File: src/rtl/seg7_reader.sv
// Multiplexed 7-segment scan reader: debounces each digit visit, decodes it to BCD and
// frames four digits behind a valid/ready handshake. Optional decimal points: SEG7_READER_DP_EN.
module seg7_reader #(
  parameter int STABLE_CNT = 4
) (
  input  logic        clk,
  input  logic        rst,
  input  logic [6:0]  seg,
  input  logic [3:0]  an,
`ifdef SEG7_READER_DP_EN
  input  logic        dp,
  output logic [3:0]  dp_out,
`endif
  output logic [15:0] bcd,
  output logic        out_valid,
  input  logic        out_ready,
  output logic        err,
  output logic        overrun
);

`ifdef SEG7_READER_DP_EN
  localparam int SW = 12;
`else
  localparam int SW = 11;
`endif
  localparam logic [7:0] STABLE = 8'(STABLE_CNT);

  typedef enum logic {COLLECT = 1'b0, HOLD = 1'b1} state_t;

  logic [SW-1:0] w_raw;
  logic [SW-1:0] r_s;
  logic [SW-1:0] r_p;
  logic [3:0]    w_s_an;
  logic [6:0]    w_s_seg;
  logic [3:0]    w_an_low;
  logic          w_onehot;
  logic [7:0]    r_cnt;
  logic [7:0]    w_cnt_next;
  logic          w_capture;
  logic [3:0]    w_sel;
  logic [3:0]    w_dec_bcd;
  logic          w_dec_err;
  logic [3:0]    r_dig [4];
  logic          r_dig_err [4];
  logic [3:0]    w_dig_next [4];
  logic          w_err_next [4];
  logic [15:0]   w_frame_bcd;
  logic          w_frame_err;
  logic [3:0]    r_mask;
  logic [3:0]    w_mask_set;
  logic [3:0]    w_mask_next;
  logic          w_full;
  state_t        r_state;
  state_t        w_state_next;
  logic          w_load;
  logic          w_set_ovr;
  logic [15:0]   r_bcd;
  logic          r_err;
  logic          r_ovr;

`ifdef SEG7_READER_DP_EN
  assign w_raw = {dp, an, seg};
`else
  assign w_raw = {an, seg};
`endif

  assign w_s_an   = r_s[10:7];
  assign w_s_seg  = r_s[6:0];
  assign w_an_low = ~w_s_an;
  assign w_onehot = (w_an_low != 4'd0) && ((w_an_low & (w_an_low - 4'd1)) == 4'd0);

  // Reset to "no digit enabled" so the first real sample starts a fresh run.
  always_ff @(posedge clk) begin
    if (rst) begin
      r_s <= '1;
      r_p <= '1;
    end else begin
      r_s <= w_raw;
      r_p <= r_s;
    end
  end

  always_comb begin
    w_cnt_next = 8'd0;
    if (w_onehot) begin
      if (r_s == r_p) begin
        w_cnt_next = (r_cnt == 8'hFF) ? r_cnt : r_cnt + 8'd1;
      end else begin
        w_cnt_next = 8'd1;
      end
    end
  end

  always_ff @(posedge clk) begin
    if (rst) begin
      r_cnt <= 8'd0;
    end else begin
      r_cnt <= w_cnt_next;
    end
  end

  // Capture only on the transition into STABLE so a long visit yields one capture.
  assign w_capture = (w_cnt_next == STABLE) && (r_cnt != STABLE);
  assign w_sel     = w_an_low & {4{w_capture}};

  always_comb begin
    w_dec_bcd = 4'hF;
    w_dec_err = 1'b1;
    case (w_s_seg)
      7'b1000000: begin w_dec_bcd = 4'd0; w_dec_err = 1'b0; end
      7'b1111001: begin w_dec_bcd = 4'd1; w_dec_err = 1'b0; end
      7'b0100100: begin w_dec_bcd = 4'd2; w_dec_err = 1'b0; end
      7'b0110000: begin w_dec_bcd = 4'd3; w_dec_err = 1'b0; end
      7'b0011001: begin w_dec_bcd = 4'd4; w_dec_err = 1'b0; end
      7'b0010010: begin w_dec_bcd = 4'd5; w_dec_err = 1'b0; end
      7'b0000010: begin w_dec_bcd = 4'd6; w_dec_err = 1'b0; end
      7'b1111000: begin w_dec_bcd = 4'd7; w_dec_err = 1'b0; end
      7'b0000000: begin w_dec_bcd = 4'd8; w_dec_err = 1'b0; end
      7'b0010000: begin w_dec_bcd = 4'd9; w_dec_err = 1'b0; end
      default:    begin w_dec_bcd = 4'hF; w_dec_err = 1'b1; end
    endcase
  end

  for (genvar gi = 0; gi < 4; gi++) begin : g_digit
    assign w_dig_next[gi] = w_sel[gi] ? w_dec_bcd : r_dig[gi];
    assign w_err_next[gi] = w_sel[gi] ? w_dec_err : r_dig_err[gi];

    always_ff @(posedge clk) begin
      if (rst) begin
        r_dig[gi]     <= 4'd0;
        r_dig_err[gi] <= 1'b0;
      end else begin
        r_dig[gi]     <= w_dig_next[gi];
        r_dig_err[gi] <= w_err_next[gi];
      end
    end
  end

  // The frame includes a digit captured in the same cycle the mask completes.
  assign w_frame_bcd = {w_dig_next[3], w_dig_next[2], w_dig_next[1], w_dig_next[0]};
  assign w_frame_err = w_err_next[3] | w_err_next[2] | w_err_next[1] | w_err_next[0];
  assign w_mask_set  = r_mask | w_sel;
  assign w_full      = (w_mask_set == 4'hF);

  always_comb begin
    w_state_next = r_state;
    w_load       = 1'b0;
    w_set_ovr    = 1'b0;
    w_mask_next  = w_full ? 4'd0 : w_mask_set;
    case (r_state)
      COLLECT: begin
        if (w_full) begin
          w_load       = 1'b1;
          w_state_next = HOLD;
        end
      end
      HOLD: begin
        if (w_full) begin
          if (out_ready) begin
            w_load = 1'b1;
          end else begin
            w_set_ovr = 1'b1;
          end
        end else if (out_ready) begin
          w_state_next = COLLECT;
        end
      end
      default: w_state_next = COLLECT;
    endcase
  end

  always_ff @(posedge clk) begin
    if (rst) begin
      r_state <= COLLECT;
      r_mask  <= 4'd0;
      r_bcd   <= 16'd0;
      r_err   <= 1'b0;
      r_ovr   <= 1'b0;
    end else begin
      r_state <= w_state_next;
      r_mask  <= w_mask_next;
      if (w_load) begin
        r_bcd <= w_frame_bcd;
        r_err <= w_frame_err;
      end
      if (w_set_ovr) begin
        r_ovr <= 1'b1;
      end
    end
  end

`ifdef SEG7_READER_DP_EN
  logic       r_dp_dig [4];
  logic       w_dp_next [4];
  logic [3:0] r_dp_out;

  // Decimal points are reported active-high (1 = point lit).
  for (genvar gi = 0; gi < 4; gi++) begin : g_dp
    assign w_dp_next[gi] = w_sel[gi] ? ~r_s[11] : r_dp_dig[gi];

    always_ff @(posedge clk) begin
      if (rst) begin
        r_dp_dig[gi] <= 1'b0;
      end else begin
        r_dp_dig[gi] <= w_dp_next[gi];
      end
    end
  end

  always_ff @(posedge clk) begin
    if (rst) begin
      r_dp_out <= 4'd0;
    end else if (w_load) begin
      r_dp_out <= {w_dp_next[3], w_dp_next[2], w_dp_next[1], w_dp_next[0]};
    end
  end

  assign dp_out = r_dp_out;
`endif

  assign bcd       = r_bcd;
  assign err       = r_err;
  assign overrun   = r_ovr;
  assign out_valid = (r_state == HOLD);

endmodule

File: config.mk
export PLATFORM = sky130hd
export DESIGN_NAME = seg7_reader
export DESIGN_NICKNAME = d
export VERILOG_FILES = /design/src/rtl/seg7_reader.sv
export SDC_FILE = /design/constraint.sdc
export NUM_CORES = 1
export LEC_CHECK = 0
export CORE_MARGIN = 5
export CORE_UTILIZATION = 43
export DETAILED_ROUTE_END_ITERATION = 12
export DONT_BUFFER_PORTS = 1
export PLACE_DENSITY_LB_ADDON = 0.08
export SLEW_MARGIN = 20
export SYNTH_ARGS = -nofsm -noshare
export SYNTH_HDL_FRONTEND = slang
export SYNTH_SLANG_ARGS = --single-unit
File: constraint.sdc
create_clock -name clk -period 3.6 [get_ports clk]
set_input_delay 0.36 -clock clk [delete_from_list [all_inputs] [get_ports clk]]
set_output_delay 0.36 -clock clk [all_outputs]
set_load 0.005 [all_outputs]
**Run 1: the metal 3 layer**

The bar under the picture is 20 µm long. Cells faint in the background.
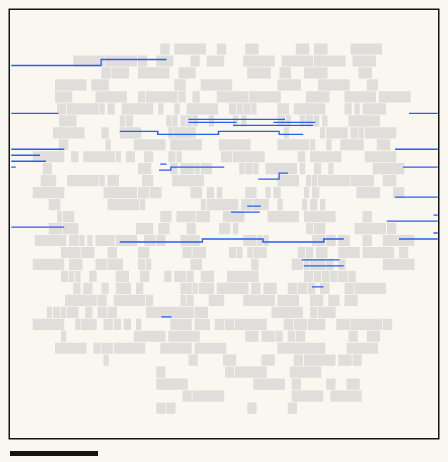
share of all routed wire = 5.5%
nets with wire on the layer = 24
DR vias: 2324
M3 GR Usage: 5.38%

**Run 1: the metal 1 layer**

The bar under the picture is 20 µm long. Supply wires on this layer in gray.
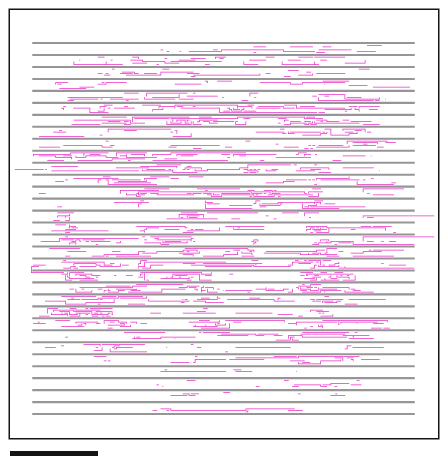
wire length on this layer = 3120 µm
main direction = horizontal
nets with wire on the layer = 336
share of all routed wire = 49%
longest straight run = 25.8 µm
GR Util met1: 19.2%
drt total wl: 6.37 mm

**Run 1: zoomed window**

The bar under the picture is 10 µm long. Region (53, 4) to (93, 44) µm. Cells in gray, sequential cells in the stronger gray; small squares are vias.
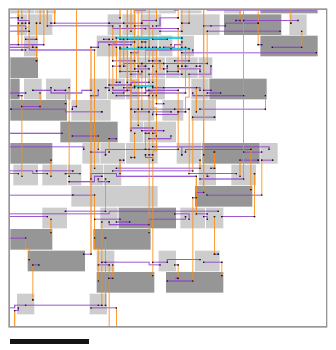
cyan -> met3
purple -> met1
orange -> met2
sequential cells in the window = 14
most frequent = dfxtp_1 (14), or2_2 (11), xor2_1 (10)
netlist names of flops here include = r_p (9), r_s (5)
cells with their middle in the window = 68

==> run summary, run 1 <==
IO Pins: 33
Met2 routed WL: 2.84 mm
Synth Flop Type: dfxtp_1
Post-synth seq share: 44.6%
DR iter-0 viols: 69
Kind of critical path: flop to flop
Max Clock Freq: 292 MHz
PD cells: 450 nW/µm²
Critical Path Slowest Stage Cell: or4_4
Crit-path max cell delay: 0.63 ns
Syn_area_per_cell: 9.41 µm²
Logic power comb: 0.0509 mW
Area fraction in mux cells: 7.18%
Biggest area cells: dfxtp_1 45%, nand2_1 5.3%, or2_2 4.2%
Register share of total power: 52.6%
Post-synthesis cell count: 348
Total power draw: 1.59 mW
Final Hold Fails: 0
Post-CTS setup buffer count: 0
Leak: 1.24 nW
Stage-log warning count: 27
Seq cells post-synth: 73
Synth Cell Area: 3270 µm²
Worst endpoint required time: 3.84 ns
Final setup vio count: 0
R2R Setup Slk: 0.18 ns
Sw frac: 22.1%
CTS Root Cell: clkbuf_8
CTS HTree Levels: 3
Residual DRC: 0
Hold depth: 1
Slew headroom: 60.5%
Clk slew on worst S/H paths: 0.08 ns
Final worst setup slack: 0.177 ns
Die height: 97.3 µm
Outcome: complete, no violations
Total sequential power: 0.838 mW
Largest net degree at the start of global routing: 68
Vias per cell: 5.19
Clock group: 0.704 mW
Final setup skew: 0.0125 ns
TritonCTS Sinks: 73
Worst skew pair latency: 0.35 ns
Most frequent logic cell in the layout: dfxtp_1
GP Congestion: 0.858
Drt wl/cell: 14.2 µm
Placed cell areas: 3320 µm²
Chip width: 97.3 µm
Worst reg-to-reg path cell count: 9
Hold Path Origin: rst
Yosys synthesis warning count: 0
Setup crit end: bcd[4]
XOR Share, Synth: 3.74%
Wire length on met3: 348 µm
Final design utilization: 48.3%
Final TNS setup: 0 ns
CTS Buffer Depth: 2
Most numerous logic cells after layout: 73 x dfxtp_1, 46 x nand2_1, 26 x a21oi_1
Tally of non-filler cells in the final layout: 448
WP buf/inv: 2
Simple-gate share of the synthesized area: 25.4%
Antenna violations before repair: 0
Antenna cell count: 0
Dpl cells: 432
Crit path depth: 9
Top cell area share: 44.6%
Critical path, cell by cell: inv_1 > ha_1 > or4_1 > or3_1 > or4_4 > a22oi_4 > and3_1 > buf_12 > mux2_2
Total grt overflow: 0
-- run 1: Yosys cell counts, types with 8 or more instances --
cell type,instances
nor2b_1,9
or2_2,22
xor2_1,12
nor2_1,10
nand2_1,46
mux2_4,9
a21oi_1,26
dfxtp_1,73
nor3_1,12
clkbuf_1,13
mux2_2,8
o21ai_0,10
-- run 1: layout make-up --
cell class / count / area [µm²]
multi-input combinational: 244 / 1630
sequential: 73 / 1460
tap: 99 / 124
fill: 716 / 3790
clock inverter: 6 / 91.3
inverter: 7 / 26.3
timing repair buffer: 9 / 80.1
clock buffer: 10 / 128
-- run 1: registers in the layout, summed over array words and instances, names as in the netlist --
name,flops
overrun,1
err,1
r_s,11
r_dig_err,4
r_cnt,8
r_dig,16
out_valid,1
bcd,16
r_mask,4
r_p,11
==> run 2: changes to the inputs <==
- GPL_TIMING_DRIVEN: unset -> 0
**Run 2: gate-type map**

The bar under the picture is 20 µm long.
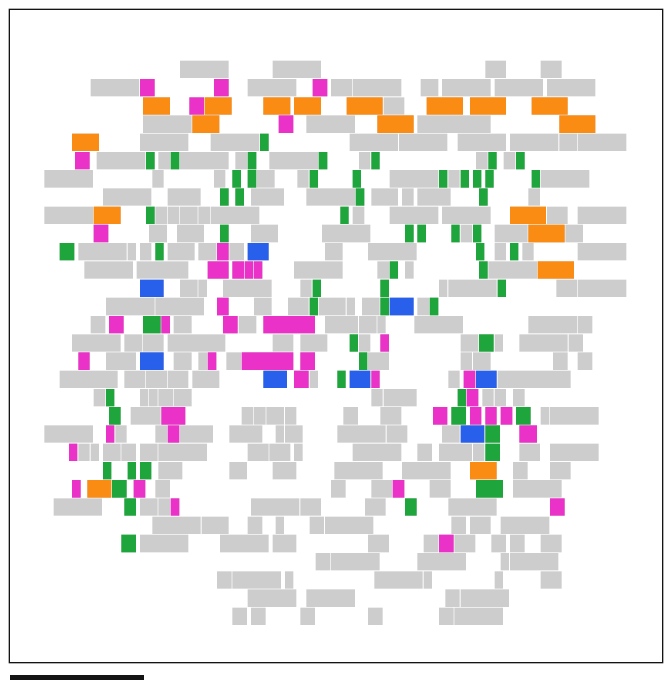
blue -> AND-OR and OR-AND gates  # cells 8
magenta -> NOR gates  # cells 41, most used nor3_1
orange -> multiplexers  # cells 18, most used mux2_4
green -> NAND gates  # cells 60, most used nand2_1
tally of non-filler cells in the final layout: 465
most frequent logic cell in the layout: dfxtp_1
multi-input logic portion of the cell area: 45.0%

==> run 2 against run 1 <==
Net effect:
- fmax is 0.81% lower
- clock power barely moved
- worst setup slack worse by 0.028 ns
- first-iteration DRC count is 39% higher
- non-clock buffer count rose by 18
- highest routed layer unchanged
==> run summary, run 2 <==
Final min period: 3.45 ns
Post-synth top cells: 73 x dfxtp_1, 46 x nand2_1, 26 x a21oi_1, 22 x or2_2, 13 x clkbuf_1
Synth Cell Area: 3270 µm²
Crit-path max cell delay: 0.53 ns
Tally of filler cells in the layout: 697
Kind of critical path: flop to flop
R2r endpoint: bcd[7]
Worst reg-to-reg path cell count: 12
Cts bufs inserted: 9
Outcome: complete, no violations
Residual DRC: 0
Buffers excl. clock: 27
Pins Over Slew Limit: 0
DR iter-0 viols: 96
Hold slack: 0.117 ns
Total grt overflow: 0
Final TNS setup: 0 ns
Simple-gate share of the synthesized area: 25.4%
Combinational gate count: 244
Vias per cell: 5.16
CTS Buffer Depth: 2
Max Cap Viol: 0
Top pwr grp: registers
TritonCTS Sinks: 73
Total GRT Usage: 14.6%
Nets@finish: 378
Ys async rst share: 0%
Antenna violations before repair: 0
Worst endpoint required time: 3.83 ns
Slew headroom: 35.8%
Total die area: 9460 µm²
GP Congestion: 0.822
Final setup skew: 0.0113 ns
Stage-log warning count: 27
Num rows: 31
Leak: 1.31 nW
Nature of the critical path endpoint: flop
Post-synth seq share: 44.6%
RSZ-0062 raised after global routing: no
Sw frac: 22.8%
R2R Setup Slk: 0.15 ns
Max Clock Freq: 290 MHz
CP max FO: 10
IO Pins: 33
Top cell category: multi-input combinational cells
FFs & Latches: 73
Hold Path Origin: seg[4]
Clk slew on worst S/H paths: 0.08 ns
CTS Root Cell: clkbuf_8
Final worst setup slack: 0.150 ns
Worst Path Arrival: 3.68 ns
Comb area: 1650 µm²
Drt wl/cell: 14.3 µm
Total sequential power: 0.827 mW
Post-CTS Hold Buffers: 0
Setup crit end: bcd[7]
Drt pass-1 iters: 4
PD cells: 439 nW/µm²
Most numerous logic cells after layout: 71 x dfxtp_1, 46 x nand2_1, 26 x a21oi_1
Yosys chip area: 3270 µm²
Non-clk invs: 7
Min-Delay Path Class: primary input to flop
XOR Share, Synth: 3.74%
Placed cell areas: 3400 µm²
Layout area overhead: 12.1%
Layout non-clock buf frac: 5.01%
Crit path depth: 12
Yosys synthesis warning count: 0
Post-synth EDFFs: 0
Worst IR drop on VDD: 0.000266 V
Synth Flop Type: dfxtp_1
N_taps: 99
Antenna cell count: 0
Syn_nets: 364
Hold depth: 1
Comb pwr share: 5.1%
Area fraction in mux cells: 7.18%
Antenna Nets Post-Route: 0
Delay-heaviest family, CP: simple AND/OR/NAND/NOR gates
Hold path endpoint: r_s[4]
Share of post-route cells with drive strength above 1: 24.0%
Dpl cells: 447
Post-synthesis cell count: 348
CP most frequent cell: buf_6
Seq cells post-synth: 73
Die height: 97.3 µm
Largest net degree at the start of global routing: 14
Pre-CTS setup slack: -0.0319 ns
Final Hold Fails: 0
Placeable core region: 7330 µm²
Total power draw: 1.61 mW
Worst Setup Start Kind: flop
Worst skew pair latency: 0.34 ns
Critical Path Start: r_cnt[1]
Chip width: 97.3 µm
Reg-to-Reg Start: r_cnt[1]
Sw power: 0.368 mW
CTS HTree Levels: 3
Register share of total power: 51.3%
Seq area share: 40.0%
Post-layout period usage: 95.8%
CTS tree: yes
Yosys aoi share: 12.6%
Critical Path Slowest Stage Cell: or4_4
Final design utilization: 50.1%
Clock group: 0.702 mW
Final clock-cell share: 5.90%
Most numerous cell in the Yosys netlist: dfxtp_1
# Cells Yosys: 348
Port bufs: 0
Clock network power share: 43.5%
Final setup vio count: 0
Critical path, cell by cell: inv_1 > ha_1 > or4_1 > or3_1 > buf_6 > or4_4 > buf_6 > a22oi_4 > and3_4 > buf_6 > buf_12 > mux2_4
WP buf/inv: 5
Top cell area share: 44.6%
First-pass GRT wire length: 11.3 mm
Dpl hpwl: 4.63 mm
Init Core Util: 44.7%
Internal power: 1.24 mW
Biggest area cells: dfxtp_1 45%, nand2_1 5.3%, or2_2 4.2%
Layout clock buffers: 9
Vias in the first global route: 2250
DR vias: 2398
Syn_area_per_cell: 9.41 µm²
Reg area: 1470 µm²
Slew @ Worst Pin: 0.954 ns
Largest area contributor in the netlist: dfxtp_1
Logic power comb: 0.0826 mW
**Run 2: the metal 1 layer**

The bar under the picture is 20 µm long. Supply wires on this layer in gray.
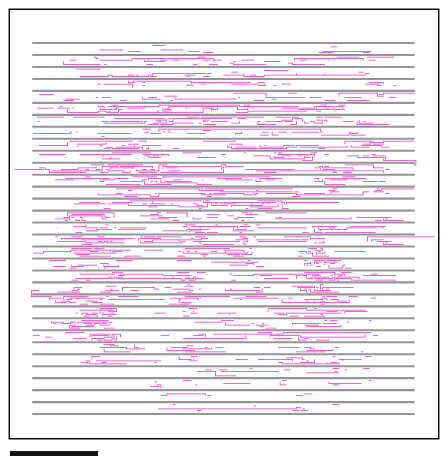
main direction = horizontal
wire length on this layer = 3330 µm
longest straight run = 36.8 µm
drt total wl: 6.67 mm
GR Util met1: 19.8%

==> run 2: cell counts after synthesis <==
Identical to the previous run, type by type.
==> run 2: logic make-up (layout without fill, tap and decap cells) <==
logic type | Yosys count | after routing
DFF | 73 | 73
adders and majority gates | 2 | 2
xor gates and xnor gates | 14 | 14
AOI/OAI and AO/OA | 63 | 63
buffers and inverters | 31 | 49
muxes | 18 | 18
and+or+nand+nor | 147 | 147
==> run 2: metal layers <==
| layer | track usage (%) | routed length, µm |
|---|---|---|
| met1 | 19.8 | 3330 |
| met2 | 22.1 | 2970 |
| met3 | 4.95 | 310 |
| met5 | 0 | 0 |
| met4 | 4.15 | 51 |
==> run 2: timing repair <==
action,4_1_cts,5_1_grt
endpoints found under the hold margin,0,0
endpoints found under the setup margin,9,16
resized,3,4
setup buffers,0,4
pin swaps,0,1
==> run 3: changes to the inputs <==
- ABC_AREA: unset -> 1
- GPL_ROUTABILITY_DRIVEN: unset -> 0
**Run 3: the metal 1 layer**

The bar under the picture is 20 µm long. Supply wires on this layer in gray.
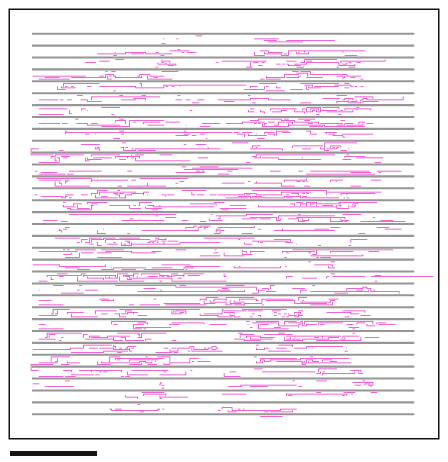
main direction = horizontal
nets with wire on the layer = 463
share of all routed wire = 48%
wire length on this layer = 3270 µm
drt total wl: 6.82 mm
GR Util met1: 19.1%

==> run 3 against run 2 <==
Net effect:
- core utilization decreased by 1.5 points
- clock-buffer cell count rose by 2
- area after synthesis rose by 1.5%
- clock power increased by 12%
- non-clock buffer count shrank 15
- largest cell class unchanged
- highest routed layer unchanged
==> run summary, run 3 <==
Outcome: complete, no violations
TritonCTS Sinks: 73
Yosys chip area: 3320 µm²
Post-CTS setup buffer count: 0
R2R Setup Slk: 1.10 ns
Chip width: 97.9 µm
CP max FO: 10
Total grt overflow: 0
Internal power: 1.32 mW
Comb pwr share: 4.6%
Die height: 97.9 µm
Delay-heaviest family, CP: simple AND/OR/NAND/NOR gates
Final setup vio count: 0
Hold Path Origin: seg[4]
Slew headroom: 62.6%
Final design utilization: 48.6%
Worst reg-to-reg path cell count: 15
Ys async rst share: 0%
Antenna Nets Post-Route: 0
Dpl cells: 558
Critical Path Slowest Stage Cell: dfxtp_1
Pins Over Slew Limit: 0
PD cells: 458 nW/µm²
Clk slew on worst S/H paths: 0.07 ns
Final Hold Fails: 0
Antenna violations before repair: 0
Post-synth seq share: 44.0%
Antenna cell count: 0
Hold path endpoint: r_s[4]
Largest area contributor in the netlist: dfxtp_1
Final worst setup slack: 1.10 ns
Most numerous cell in the Yosys netlist: nand2_1
DR iter-0 viols: 59
Cts bufs inserted: 9
Worst endpoint required time: 3.84 ns
Worst IR drop on VDD: 0.000180 V
WP buf/inv: 2
Share of post-route cells with drive strength above 1: 13.1%
Clock group: 0.784 mW
CTS tree: yes
Sw frac: 21.8%
Worst Setup Start Kind: flop
Vias per cell: 4.66
First-pass GRT wire length: 11.7 mm
Total GRT Usage: 15.0%
Num rows: 32
Drt pass-1 iters: 5
Top cell area share: 44.0%
Final setup skew: 0.0121 ns
Port bufs: 0
CTS HTree Levels: 3
Total power draw: 1.69 mW
Biggest area cells: dfxtp_1 44%, nand2_1 12%, nor2_1 7.8%
Seq cells post-synth: 73
Nature of the critical path endpoint: flop
Residual DRC: 0
Reg-to-Reg Start: r_cnt[1]
Placed cell areas: 3450 µm²
Pre-CTS setup slack: 1.05 ns
Largest net degree at the start of global routing: 13
Dpl hpwl: 5.00 mm
Post-CTS Resized: 0
Min-Delay Path Class: primary input to flop
Setup crit end: bcd[13]
Final TNS setup: 0 ns
Crit-path max cell delay: 0.37 ns
Post-synth top cells: 102 x nand2_1, 73 x dfxtp_1, 69 x nor2_1, 65 x inv_1, 29 x nand3_1
Init Core Util: 43.7%
Max Cap Viol: 0
# Cells Yosys: 456
Slew @ Worst Pin: 0.561 ns
Worst skew pair latency: 0.35 ns
Register share of total power: 49.1%
Syn_area_per_cell: 7.29 µm²
Placeable core region: 7610 µm²
Layout area overhead: 11.2%
Logic power comb: 0.0775 mW
Max Clock Freq: 401 MHz
Post-synth EDFFs: 0
RSZ-0062 raised after global routing: no
Yosys synthesis warning count: 0
Total sequential power: 0.830 mW
Post-synthesis cell count: 456
Clock network power share: 46.3%
Critical Path Start: r_cnt[1]
Synth Cell Area: 3320 µm²
Synth Flop Type: dfxtp_1
Nets@finish: 483
CTS Buffer Depth: 2
Critical path, cell by cell: ha_1 > nand3_2 > inv_2 > nand2_4 > xor2_1 > nand3_2 > nor2_4 > nand3_4 > nand2_4 > nand2_4 > nor2_8 > buf_6 > nand3_1 > nand2_1 > nor2_1
Hold depth: 1
Top pwr grp: registers
CP most frequent cell: nand2_4
Most numerous logic cells after layout: 102 x nand2_1, 73 x dfxtp_1, 69 x nor2_1
DR vias: 2674
Post-layout period usage: 69.3%
Syn_nets: 472
**Run 3: gate-type map**

The bar under the picture is 20 µm long.
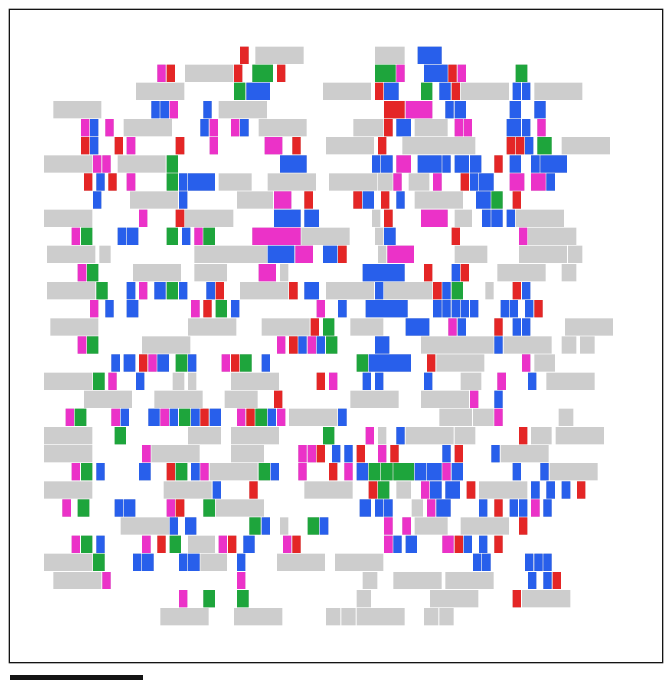
magenta -> NOR gates  # cells 81, most used nor2_1
green -> inverting AOI/OAI gates  # cells 45, most used o21ai_0
red -> inverters  # cells 67, most used inv_1
blue -> NAND gates  # cells 157, most used nand2_1, where all over the die
multi-input logic portion of the cell area: 41.4%
tally of non-filler cells in the final layout: 574
most frequent logic cell in the layout: nand2_1

## run 3: kinds of logic after synthesis
family	synth area share, %
flops	44.0
xor+xnor	1.58
buf+inv	9.94
fa+ha+maj	0.753
simple gates	36.6
compound gates	7.15
## run 3: cell type report
| class | count | area (µm²) |
|---|---|---|
| inverters | 67 | 256 |
| flip-flops and latches | 73 | 1460 |
| fillers | 792 | 3910 |
| clock buffers | 11 | 141 |
| well taps | 102 | 128 |
| multi-input cells | 304 | 1530 |
| clock inverters | 5 | 103 |
| plain buffers | 12 | 73.8 |
## run 3: routing by layer
layer  wire length [µm]  global-route usage, %  up-vias
li1                   -                      -     1429
met1               3270                   19.1     1185
met2               3110                   24.0       51
met3                320                   3.79        9
met4                118                   6.71        0
met5                  0                      0        -

==> notes/layouts.md <==
Pictures saved along the way, in no particular order.

Track usage over the die.
Plate I
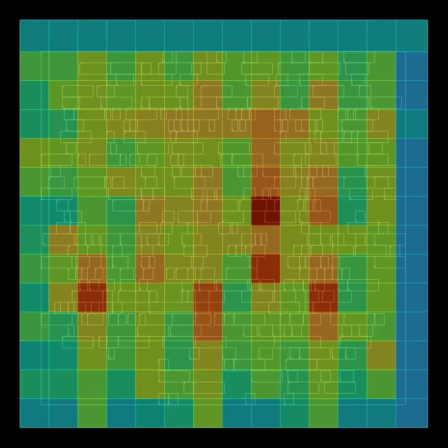
Plate II
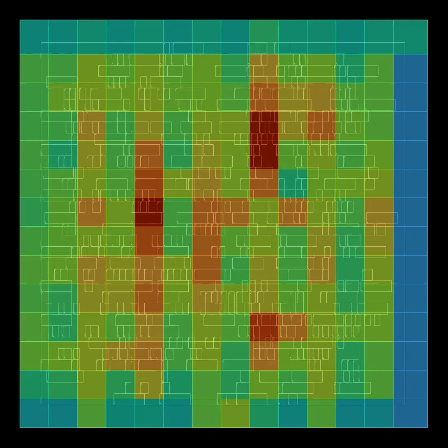
Plate III
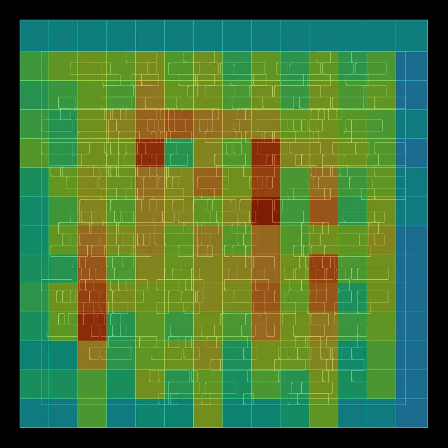
| from | picture |
|---|---|
| run 1 | Plate I |
| run 3 | Plate II |
| run 2 | Plate III |

Power is estimated from default activity; no workload was simulated.
